File: config.mk
export PLATFORM = sky130hd
export DESIGN_NAME = mux_2to1_arbiter
export DESIGN_NICKNAME = d
export VERILOG_FILES = /design/src/rtl/mux_2to1_arbiter.sv
export SDC_FILE = /design/constraint.sdc
export NUM_CORES = 1
export LEC_CHECK = 0
export CORE_MARGIN = 2
export CORE_UTILIZATION = 38
export CTS_CLUSTER_DIAMETER = 120
export CTS_CLUSTER_SIZE = 14
export DETAILED_ROUTE_END_ITERATION = 7
export PLACE_DENSITY_LB_ADDON = 0.15
export SETUP_SLACK_MARGIN = 0.5
export SLEW_MARGIN = 30
export SYNTH_ARGS = -nofsm -noshare
export SYNTH_HDL_FRONTEND = slang
export SYNTH_SLANG_ARGS = --single-unit
File: constraint.sdc
create_clock -name clk -period 2.1 [get_ports clk]
set_input_delay 0.21 -clock clk [delete_from_list [all_inputs] [get_ports clk]]
set_output_delay 0.21 -clock clk [all_outputs]
set_load 0.01 [all_outputs]
File: src/rtl/mux_2to1_arbiter.sv
// Round-robin arbiter sharing one N-bit 2:1 mux between two valid/ready requesters,
// holding a grant per burst (bounded by MAX_BURST) and registering the muxed beat.
module mux_2to1_arbiter #(
    parameter int unsigned N         = 8,
    parameter int unsigned MAX_BURST = 4
) (
    input  logic         clk,
    input  logic         rst,
    input  logic         req0_valid,
    input  logic [N-1:0] req0_data,
    input  logic         req0_last,
    output logic         req0_ready,
    input  logic         req1_valid,
    input  logic [N-1:0] req1_data,
    input  logic         req1_last,
    output logic         req1_ready,
    output logic         out_valid,
    output logic [N-1:0] out_data,
    output logic         out_last,
    input  logic         out_ready,
    output logic         sel,
    output logic         en
);

    localparam int unsigned CW = $clog2(MAX_BURST) + 1;

    typedef enum logic [1:0] {
        IDLE   = 2'd0,
        GRANT0 = 2'd1,
        GRANT1 = 2'd2
    } state_t;

    state_t         state;
    state_t         state_nxt;
    logic           prio;
    logic           prio_nxt;
    logic [CW-1:0]  beat_cnt;
    logic [CW-1:0]  beat_cnt_nxt;
    logic           accept;
    logic [N-1:0]   beat_data;
    logic           beat_last;
    logic           burst_end;

    function automatic state_t arb(input logic v0, input logic v1, input logic p);
        if (v0 && v1) return p ? GRANT1 : GRANT0;
        if (v0)       return GRANT0;
        if (v1)       return GRANT1;
        return IDLE;
    endfunction

    // State register
    always_ff @(posedge clk or posedge rst) begin
        if (rst) begin
            state    <= IDLE;
            prio     <= 1'b0;
            beat_cnt <= '0;
        end else begin
            state    <= state_nxt;
            prio     <= prio_nxt;
            beat_cnt <= beat_cnt_nxt;
        end
    end

    // Mux datapath and accept detection; readies are mutually exclusive
    assign beat_data = sel ? req1_data : req0_data;
    assign beat_last = sel ? req1_last : req0_last;
    assign accept    = (req0_valid && req0_ready) || (req1_valid && req1_ready);
    assign burst_end = beat_last || (beat_cnt == CW'(MAX_BURST - 1));

    // Next-state logic: arbitrate in IDLE or when a grant releases on an accepted beat.
    // A beat accepted with last consumes that requester; a forced release keeps it pending.
    always_comb begin
        state_nxt    = state;
        prio_nxt     = prio;
        beat_cnt_nxt = beat_cnt;
        case (state)
            IDLE: state_nxt = arb(req0_valid, req1_valid, prio);
            GRANT0, GRANT1: begin
                if (accept) begin
                    if (burst_end) begin
                        prio_nxt     = !sel;
                        beat_cnt_nxt = '0;
                        state_nxt    = sel ? arb(req0_valid, !beat_last, 1'b0)
                                           : arb(!beat_last, req1_valid, 1'b1);
                    end else begin
                        beat_cnt_nxt = beat_cnt + CW'(1);
                    end
                end
            end
            default: state_nxt = IDLE;
        endcase
    end

    // Output decode from state
    always_comb begin
        sel        = 1'b0;
        en         = 1'b0;
        req0_ready = 1'b0;
        req1_ready = 1'b0;
        case (state)
            GRANT0: begin
                en         = 1'b1;
                req0_ready = !out_valid || out_ready;
            end
            GRANT1: begin
                sel        = 1'b1;
                en         = 1'b1;
                req1_ready = !out_valid || out_ready;
            end
            default: ;
        endcase
    end

    // Single output stage
    always_ff @(posedge clk or posedge rst) begin
        if (rst) begin
            out_valid <= 1'b0;
            out_data  <= '0;
            out_last  <= 1'b0;
        end else if (accept) begin
            out_valid <= 1'b1;
            out_data  <= beat_data;
            out_last  <= beat_last;
        end else if (out_ready) begin
            out_valid <= 1'b0;
        end
    end

endmodule

==> run notes, run 1 <==
Physical implementation

The run finished with clean final reports. Entering global routing, the biggest net connects 19 pins. The remaining design rule violation count is 0. The total cells reported by yosys after synthesis is 89.

The kind of cell with the highest combined delay along the critical path is multiplexers. In the CTS report, the clock slew at the register clock pins of the worst setup and hold paths is listed as 100 ps. After routing, the total negative slack on setup checks comes to 0 ps.

By startpoint and endpoint, the worst setup path is classified as flop to flop. The overall overflow remaining after global route is 0. The kind of start point of the critical path is a flop.

Looking at the clock tree report, the root buffer type is sky130_fd_sc_hd__clkbuf_4. In this run the remaining antenna-violating nets after routing total 0. The category of the worst setup path capture point is a flop. The worst hold path belongs to the class primary input to asynchronous set/reset pin.

The TritonCTS buffer count is 3. The analysis attributes to cell leakage a power of 0.648 nW. The TritonCTS sink count is 16.

The max-slew violation count is 0. At the later pin of the worst-skew pair, clock insertion delay measures 290 ps. Setup repair after global routing could not meet its margin everywhere. The antenna diode count is 0. The headroom to the max-slew limit is 59.8%. The data arrival time of the critical path is 2030 ps.

The analysis reports a worst IR drop on VDD of 0.795 mV. The area growth from synthesis to layout is 67.2%. The startpoint of the most critical register-to-register path is state[1].

The portion of the post-synthesis area used by sequential elements is 44.1%. The maximum clock path buffer count is 2. The I/O pin total is 37. The largest individual stage delay along the critical path comes from the cell sky130_fd_sc_hd__dfrtp_2. According to the report, the first pass of detailed routing completed in 4 iterations. The final weighted congestion recorded by global placement is 0.707. The final-stage net count is 165.

According to the dpl log, the detail-placed design has an HPWL of 1550 um. The detailed-route wire length on metal 1 is 963 um. The power per cell area is 1460 nW/um2. The area of the synthesized netlist per yosys stat is 907 um2. Together, buffers and inverters on the worst path number 0.

The required time at the worst-slack endpoint is 2290 ps. The delay of the slowest cell on the worst path is 460 ps. The synthesized netlist contains 24 unique library cells. The cell area that synthesis handed to floorplanning was 907 um2. Per the post-synthesis report, the number of cells in the design is 89. Wire segments on met2 add up to 1170 um in the final route. The fraction of the cycle the final worst path needs is 87.6%. The number of cells on the worst reg-to-reg path is 5.

The via density per instance is 4.99. The number of hold-slack violations in the final timing report is 0. Looking at the clock tree report, the H-tree level count equals 1. TritonCTS built the clock tree. Per the timing report, the biggest fanout along the worst path comes to 4. The most repeated library cell on the critical path is sky130_fd_sc_hd__mux2_4. For this configuration, the core starts out at a cell density of 40.6%. The clock period could shrink to 1840 ps. The fraction of final layout cells with drive strength greater than 1 is 31.1%. The worst reg-to-reg setup slack is 260 ps.

The count of filler cells inserted in the layout is 179. The detailed router's first-iteration violation count is 8. According to the floorplan report, the total die area is 2790 um2. The synthesized netlist net count is 118.

The capturing point of the worst reg2reg path is state[0]. The last timing report of the flow puts the setup violation total at 0. According to the floorplan log, the row count is 17. Listed in order, past its start point the critical path passes ha_4, mux2_4, or2_4, a21bo_4, mux2_4.

Clock skew on the completed layout was measured at 4.70 ps. For this run, the top clock speed supported by timing is 544 MHz. The number of maximum-capacitance constraint violations is 0. The flip-flop and latch count after synthesis is 16.

The highest layer touched by signal routing is met4. The number of antenna violations at the first check in global routing is 0. The average cell area after synthesis is 10.2 um2. The transition at the pin with the smallest max-transition slack is 602 ps.

The beginning of the critical path is state[1]. The core region is 2230 um2. The first global-routing pass estimated 3500 um of wire. The worst hold slack is 276 ps. The final power report lists total power as 2.21 mW. The number of global-route vias before repair is 805. Summed over all nets, wire length on met3 after detailed routing comes to 130 um. The number of OpenROAD warnings is 32. The count of synthesis-stage warnings from yosys is 0.
run 1: sequential cells by signal, indices dropped and copies added (netlist names):
name       count
beat_cnt       3
out_data       8
out_last       1
out_valid      1
prio           1
state          2
run 1: synthesized netlist by cell type (all sizes together):
cell type	number	area share (%)
dfrtp	16	44
nor2	12	5.0
a21oi	10	5.5
mux2i	8	8.8
mux2	7	9.1
ha	6	8.3
inv	6	2.5
buf	4	3.4
nand2	4	1.7
a31oi	3	2.1
nand3	3	1.7
and2	2	1.4
a21bo	1	1.1
a22oi	1	0.83
a41oi	1	0.97
clkbuf	1	0.41
nand2b	1	0.69
nand3b	1	0.83
nor4b	1	0.97
or2	1	0.69
run 1: area by class of cell:
class,count,area [um2],share of cell area [%]
clock buffers,4,36.3,2.39
flip-flops and latches,16,402,26.5
multi-input cells,62,574,37.9
repair buffers,47,447,29.5
inverters,6,22.5,1.49
well taps,28,35.0,2.31
run 1: what timing repair did:
item | 4_1_cts | 5_1_grt
gates resized | 24 | 23
setup buffers | 5 | 2
setup endpoints to repair | 19 | 17
cloned | 0 | 0
pin swaps | 2 | 1
hold buffers | 0 | 0
run 1: routing by layer:
layer	up-vias	global-route usage (%)
li1	398	-
met1	384	19.7
met2	28	29.8
met3	4	4.80
met4	0	7.26
met5	-	0
run 1: worst max path at each step:
stage / end / slack, ps / cells after the start
4_1_cts: state[1] / 270 / 6
6_report: state[0] / 260 / 5
5_1_grt: state[1] / 220 / 6
3_5_place_dp: state[0] / 170 / 6
2_1_floorplan: state[0] / 90 / 8
3_3_place_gp: state[1] / 230 / 6
run 1: worst reg2reg max path, cell delays in order, from the launching register on:
cell,delay (ps)
sky130_fd_sc_hd__dfrtp_2,460
sky130_fd_sc_hd__ha_4,200
sky130_fd_sc_hd__mux2_4,310
sky130_fd_sc_hd__or2_4,250
sky130_fd_sc_hd__a21bo_4,220
sky130_fd_sc_hd__mux2_4,290
run 1: placed cells by master, fill, tap and decap left out, types with 4 or more instances in the layout:
cell type                          n
sky130_fd_sc_hd__nor2_1            9
sky130_fd_sc_hd__a21oi_1           9
sky130_fd_sc_hd__dfrtp_1          15
sky130_fd_sc_hd__mux2_4            5
sky130_fd_sc_hd__buf_4             8
sky130_fd_sc_hd__inv_1             4
sky130_fd_sc_hd__clkdlybuf4s50_1  32
sky130_fd_sc_hd__mux2i_1           8
run 1: per-stage QoR:
stage          cells  util (%)  instance area [um2]  worst slack, ps
3_3_place_gp     152      58.2                 1300              226
4_1_cts          161      63.2                 1410              272
6_report         163      67.9                 1520              260
3_5_place_dp     152      58.2                 1300              174
5_1_grt          163      67.9                 1520              217
2_1_floorplan     89         -                  911             85.5
run 1: power breakdown:
group	internal (mW)	switching (mW)
logic	0.809	0.621
registers	0.458	0.114
clock network	0.106	0.100
run 1: kinds of logic after synthesis:
kind of cell / count (synthesis) / synth area share (%)
AOI/OAI and AO/OA: 16 / 10.5
adders and majority gates: 6 / 8.28
buffers and inverters: 11 / 6.34
DFF: 16 / 44.1
muxes: 15 / 17.9
and+or+nand+nor: 25 / 12.8
Figure 1. Cells by drive strength (run 1).
Scale bar: 20 um.
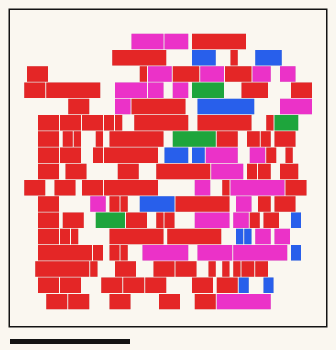
size	colour	cells	share
x6 and larger	green	4	3.0%
x3 and x4	magenta	26	19%
x1 and smaller	red	93	69%
x2	blue	12	8.9%

Figure 2. Metal layers overlaid (run 1).
Scale bar: 20 um.
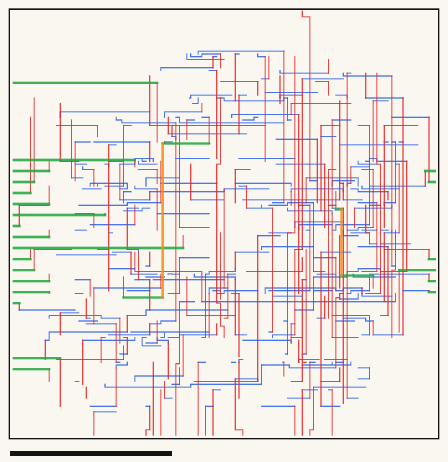
layer	colour	wire length
M1	blue	964 um
M4	orange	27.2 um
M2	red	1170 um
M3	green	131 um
global-route usage over all layers: 17.2%
Avg WL per Cell: 14.1 um
detailed-route via count: 814
Routed WL: 2300 um

Figure 3. Pin map (run 1).
Scale bar: 20 um. Pins as bars across the die edge, other pins in grey.
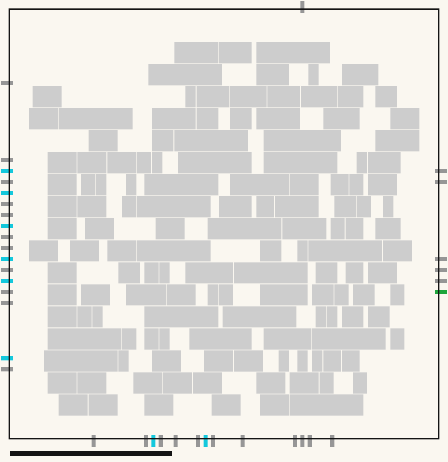
port	colour	pins	direction	edge
req1_data	cyan	8	input	6 west, 2 south
sel	green	1	output	east
all pins by edge	17 west, 13 south, 6 east, 1 north
die boundary height: 52.9 um
die width: 52.9 um
buffers added on ports: 36

==> inputs of run 2 (changes only) <==
--- a/config.mk
+++ b/config.mk
@@ -6,7 +6,8 @@
 export NUM_CORES = 1
 export LEC_CHECK = 0
 export CORE_MARGIN = 2
-export CORE_UTILIZATION = 38
+export CORE_UTILIZATION = 39
+export CTS_BUF_LIST = sky130_fd_sc_hd__clkbuf_4 sky130_fd_sc_hd__clkbuf_8
 export CTS_CLUSTER_DIAMETER = 120
 export CTS_CLUSTER_SIZE = 14
 export DETAILED_ROUTE_END_ITERATION = 7
@@ -16,3 +17,4 @@
 export SYNTH_ARGS = -nofsm -noshare
 export SYNTH_HDL_FRONTEND = slang
 export SYNTH_SLANG_ARGS = --single-unit
+export TNS_END_PERCENT = 10
Figure 4. Placement view (run 2).
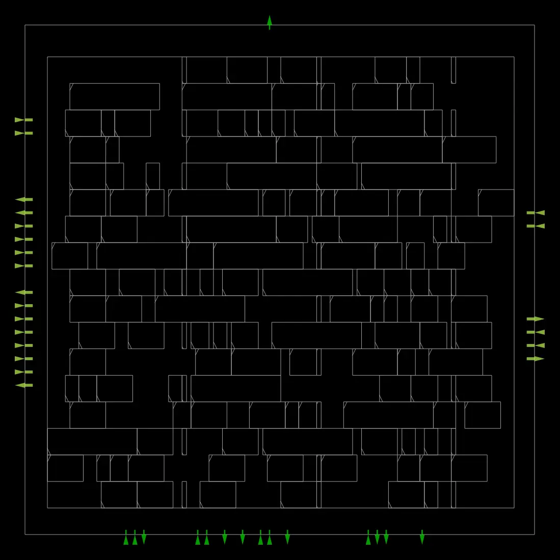
placement row count: 17
final instance count without filler cells: 162
flip-flops: 16
area of the core region: 2210 um2
Taps Inserted: 28

==> run 2 against run 1 <==
  * Global-route usage up 1.7 points
  * Clock power about the same
  * Largest cell class unchanged
  * Critical path depth up 1
  * Total power down 8.2%
  * Maximum frequency down 3.6%
  * Sequential share of layout area up 1.4 points
  * Sequential power down 4.2%
  * Wire length down 4.6%
  * Synthesized cell count unchanged
  * Clock skew down 1.3 ps
  * Non-clock buffer count down 1
==> run notes, run 2 <==
Physical implementation

The register with the most flip-flops in the final layout is out_data. The max-slew violation count is 0. In the synthesized netlist the dominant register cell turns out to be sky130_fd_sc_hd__dfrtp_1. The number of search-and-repair iterations in the first detailed-routing pass is 4.

Data on the critical path arrives at its endpoint at 2080 ps. The overall overflow remaining after global route is 0. Per the OpenROAD floorplan log, the width of the die is 52.2 um. The combinational power share is 63.0%. The worst reg-to-reg setup slack is 190 ps. The worst clock skew is 3.37 ps.

TritonCTS built the clock tree. Hold is met by 291 ps. The tightest min-delay check is of the primary input to asynchronous set/reset pin type.

In this build the clock could be raised as far as 524 MHz. After legalization and detailed placement, the total HPWL measured 1520 um. Per STA, the endpoint of the critical path is state[0].

STA classifies the critical path startpoint as a flop. During I/O placement, the number of pins put on the boundary was 37. Synthesis produced a netlist with a net count of 118.

The share of power burned in registers is 27.0%. Per the final layout report, the fraction of cells sized above drive strength 1 comes to 20.1%. The fraction of the cycle the final worst path needs is 90.9%. Per the synthesis report, the single largest cell type by area occupies 44.1% of cell area.

The most frequently used library cell after synthesis is sky130_fd_sc_hd__dfrtp_1. Setup repair after global routing could not meet its margin everywhere. The finished design was reported to have a net count of 164. The via density per instance is 4.85.

The antenna diode count is 0. The routed layout reports a DRC error count of 0. The number of H-tree branching levels is 1. The area recorded from the Yosys report for this design is 907 um2. The number of library cell types mapped by synthesis is 24. The run finished with clean final reports. Counting flops with a built-in enable in the synthesized netlist gives 0. The initial utilization of the core area, before any placement, comes to 41.0%.

The number of port buffers is 36. Entering global routing, the biggest net connects 17 pins. Counting every sink on the clock net gives 16. After the first detailed-routing iteration, the DRC count stood at 2.

Power spread over the standard cell area amounts to 1410 nW/um2. The category of the worst setup path capture point is a flop. According to the timing report, the data required time at the worst endpoint equals 2280 ps.

The startpoint of the most critical register-to-register path is state[0]. The TritonCTS buffer count is 3. Per the synth log, the flip-flop and latch total comes to 16.

Clock-pin slew was measured on the worst setup and hold paths at 100 ps. Internal power comes to 1.30 mW. The largest registers in the layout are out_data: 8 flops, beat_cnt: 3 flops, state: 2 flops.

The number of global-route vias before repair is 802. RePlAce ended its routability-driven mode at a weighted congestion of 0.682. The total cells reported by yosys after synthesis is 89. The total net switching power is 0.725 mW. The count of synthesis-stage warnings from yosys is 0.

The final timing report lists a hold violation count of 0. Summing every instance area after synthesis gives 907 um2. The number of OpenROAD warnings is 32.

The headroom to the max-slew limit is 58.8%. The vertical die dimension reported for this design is 52.2 um. The portion of the post-synthesis area used by sequential elements is 44.1%. The net switching share of the total power is 35.8%. The root buffer cell is sky130_fd_sc_hd__clkbuf_4. The number of cells on the worst reg-to-reg path is 6. In the layout the commonest cells are 35 x sky130_fd_sc_hd__clkdlybuf4s50_1, 16 x sky130_fd_sc_hd__dfrtp_1, 12 x sky130_fd_sc_hd__nor2_1. The global-route usage over all layers is 18.9%. The capturing point of the worst reg2reg path is state[0]. The chip occupies 2730 um2. The area growth from synthesis to layout is 58.1%. The flip-flop count of the largest register after layout is 8. The largest fanout on the critical path is 5. In this run the remaining antenna-violating nets after routing total 0. In the synthesized netlist the async set-or-reset flop fraction comes to 100%.

The number of maximum-capacitance constraint violations is 0. The biggest area contributor in the post-synthesis netlist is sky130_fd_sc_hd__dfrtp_1. The critical path is of the flop to flop type. Summed over all cells, the static leakage comes to 0.628 nW. The utilization after layout is 64.8%. Per the post-synthesis report, the number of cells in the design is 89. The clock period could shrink to 1910 ps. The pin closest to its max-slew limit shows a slew of 618 ps. The number of antenna violations at the first check in global routing came to 0. The most frequent logic cell in the layout is sky130_fd_sc_hd__clkdlybuf4s50_1. The beginning of the critical path is state[0].

The first global-routing pass estimated 3670 um of wire. Buffers inserted to repair hold after CTS numbered 0. The analysis reports a worst IR drop on VDD of 0.752 mV. The later-pin clock latency in the skew report is 280 ps. The last timing report of the flow puts the setup violation total at 0. The average cell area after synthesis is 10.2 um2. In the final routed layout, each cell accounts on average for 13.5 um. Summed over all failing endpoints, the final setup total negative slack is 0 ps.

Yosys reports that the most numerous cell types are 16 x sky130_fd_sc_hd__dfrtp_1, 12 x sky130_fd_sc_hd__nor2_1, 10 x sky130_fd_sc_hd__a21oi_1. The portion of total power attributed to the clock network is 10.0%. The synthesis report lists the most area-consuming cells as sky130_fd_sc_hd__dfrtp_1 44%, sky130_fd_sc_hd__mux2i_1 8.8%, sky130_fd_sc_hd__ha_1 8.3%, sky130_fd_sc_hd__a21oi_1 5.5%, sky130_fd_sc_hd__mux2_2 5.0%. CTS reports a maximum clock tree buffer depth of 2.
Figure 5. The metal 3 layer (run 2).
Scale bar: 20 um.
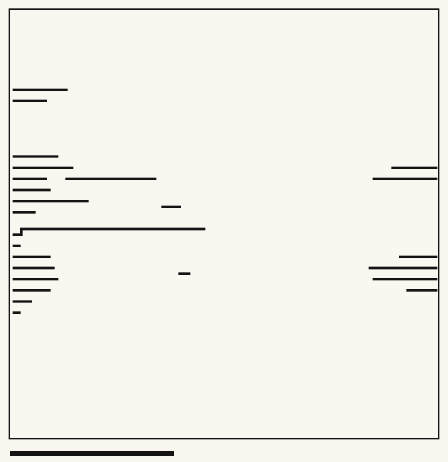
main direction	horizontal
wire length on this layer	139 um
nets with wire on the layer	23
longest straight run	22.3 um
share of all routed wire	6.4%
detailed-route via count: 786
Routed WL: 2190 um
GRT met3 Usage: 4.29%

==> run 2: netlist changes by cell type in the layout (fill, tap and decap cells not counted), moves of 2 or more <==
cell	before	now
sky130_fd_sc_hd__clkdlybuf4s50_1	32	35
sky130_fd_sc_hd__mux2_4	5	3
sky130_fd_sc_hd__buf_2	2	0
sky130_fd_sc_hd__nor2_1	9	12
sky130_fd_sc_hd__mux2_2	2	4
sky130_fd_sc_hd__nor2_4	3	0
sky130_fd_sc_hd__clkbuf_2	2	0
==> run 2: area by class of cell <==
cell class,count,area [um2]
clock buffers,4,36.3
inverters,6,22.5
fillers,205,778
flip-flops and latches,16,400
repair buffers,46,445
well taps,28,35.0
multi-input cells,62,494
==> run 2: routing by layer <==
layer / vias up / global-route usage (%) / part of all wire (%)
li1: 395 / - / -
met1: 363 / 24.7 / 45
met2: 24 / 30.2 / 48
met3: 4 / 4.29 / 6.3
met4: 0 / 7.69 / 0.87
met5: - / 0 / 0
==> run 2: metrics by stage <==
stage | cell area, um2 | power, mW | worst slack [ps] | std cells
final | 1430 | 2.03 | 191 | 162
after global routing | 1430 | 2.20 | 159 | 162
after CTS | 1420 | 1.99 | 231 | 162
after detailed placement | 1300 | 1.61 | 185 | 152
after global placement | 1300 | 1.57 | 240 | 152
after floorplan | 910 | 1.17 | 85.4 | 89
==> run 2: worst min path at each step <==
stage                     slack [ps]           to  cells after the start        start
after global placement           490  beat_cnt[2]                      1  beat_cnt[2]
final                            290  out_data[3]                      2          rst
after global routing             370  out_data[1]                      2          rst
after detailed placement         510  beat_cnt[2]                      1  beat_cnt[2]
after CTS                        310  out_data[4]                      2          rst
after floorplan                  120  beat_cnt[0]                      1          rst
==> run 2: worst max-delay path, cell delays in order, from the launching register on <==
cell and delay, ps:
sky130_fd_sc_hd__dfrtp_1 420, sky130_fd_sc_hd__inv_2 120, sky130_fd_sc_hd__ha_4 190, sky130_fd_sc_hd__mux2_4 310
sky130_fd_sc_hd__or2_4 240, sky130_fd_sc_hd__a21bo_4 220, sky130_fd_sc_hd__mux2_4 300
==> run 2: logic make-up (layout without fill, tap and decap cells) <==
family | count (synthesis) | count (layout) | share of synthesized area (%)
compound gates | 16 | 16 | 10.5
flops | 16 | 16 | 44.1
buf+inv | 11 | 56 | 6.34
simple gates | 25 | 25 | 12.8
fa+ha+maj | 6 | 6 | 8.28
mux | 15 | 15 | 17.9
==> run 2: power groups by stage <==
stage / Combinational (mW) / Clock, mW / Sequential [mW]
global placement: 1.02 / 0 / 0.543
detailed placement: 1.05 / 0 / 0.552
floorplan: 0.588 / 0 / 0.583
CTS: 1.24 / 0.209 / 0.545
global route: 1.40 / 0.225 / 0.568
finish: 1.28 / 0.203 / 0.547
==> run 2: what timing repair did <==
item / in CTS / in global routing
endpoints found under the setup margin: 19 / 19
pin swaps: 2 / 2
cloned: 0 / 0
endpoints found under the hold margin: 0 / 0
resized: 10 / 3
buffers inserted: 6 / 0
Power is estimated from default activity; no workload was simulated.
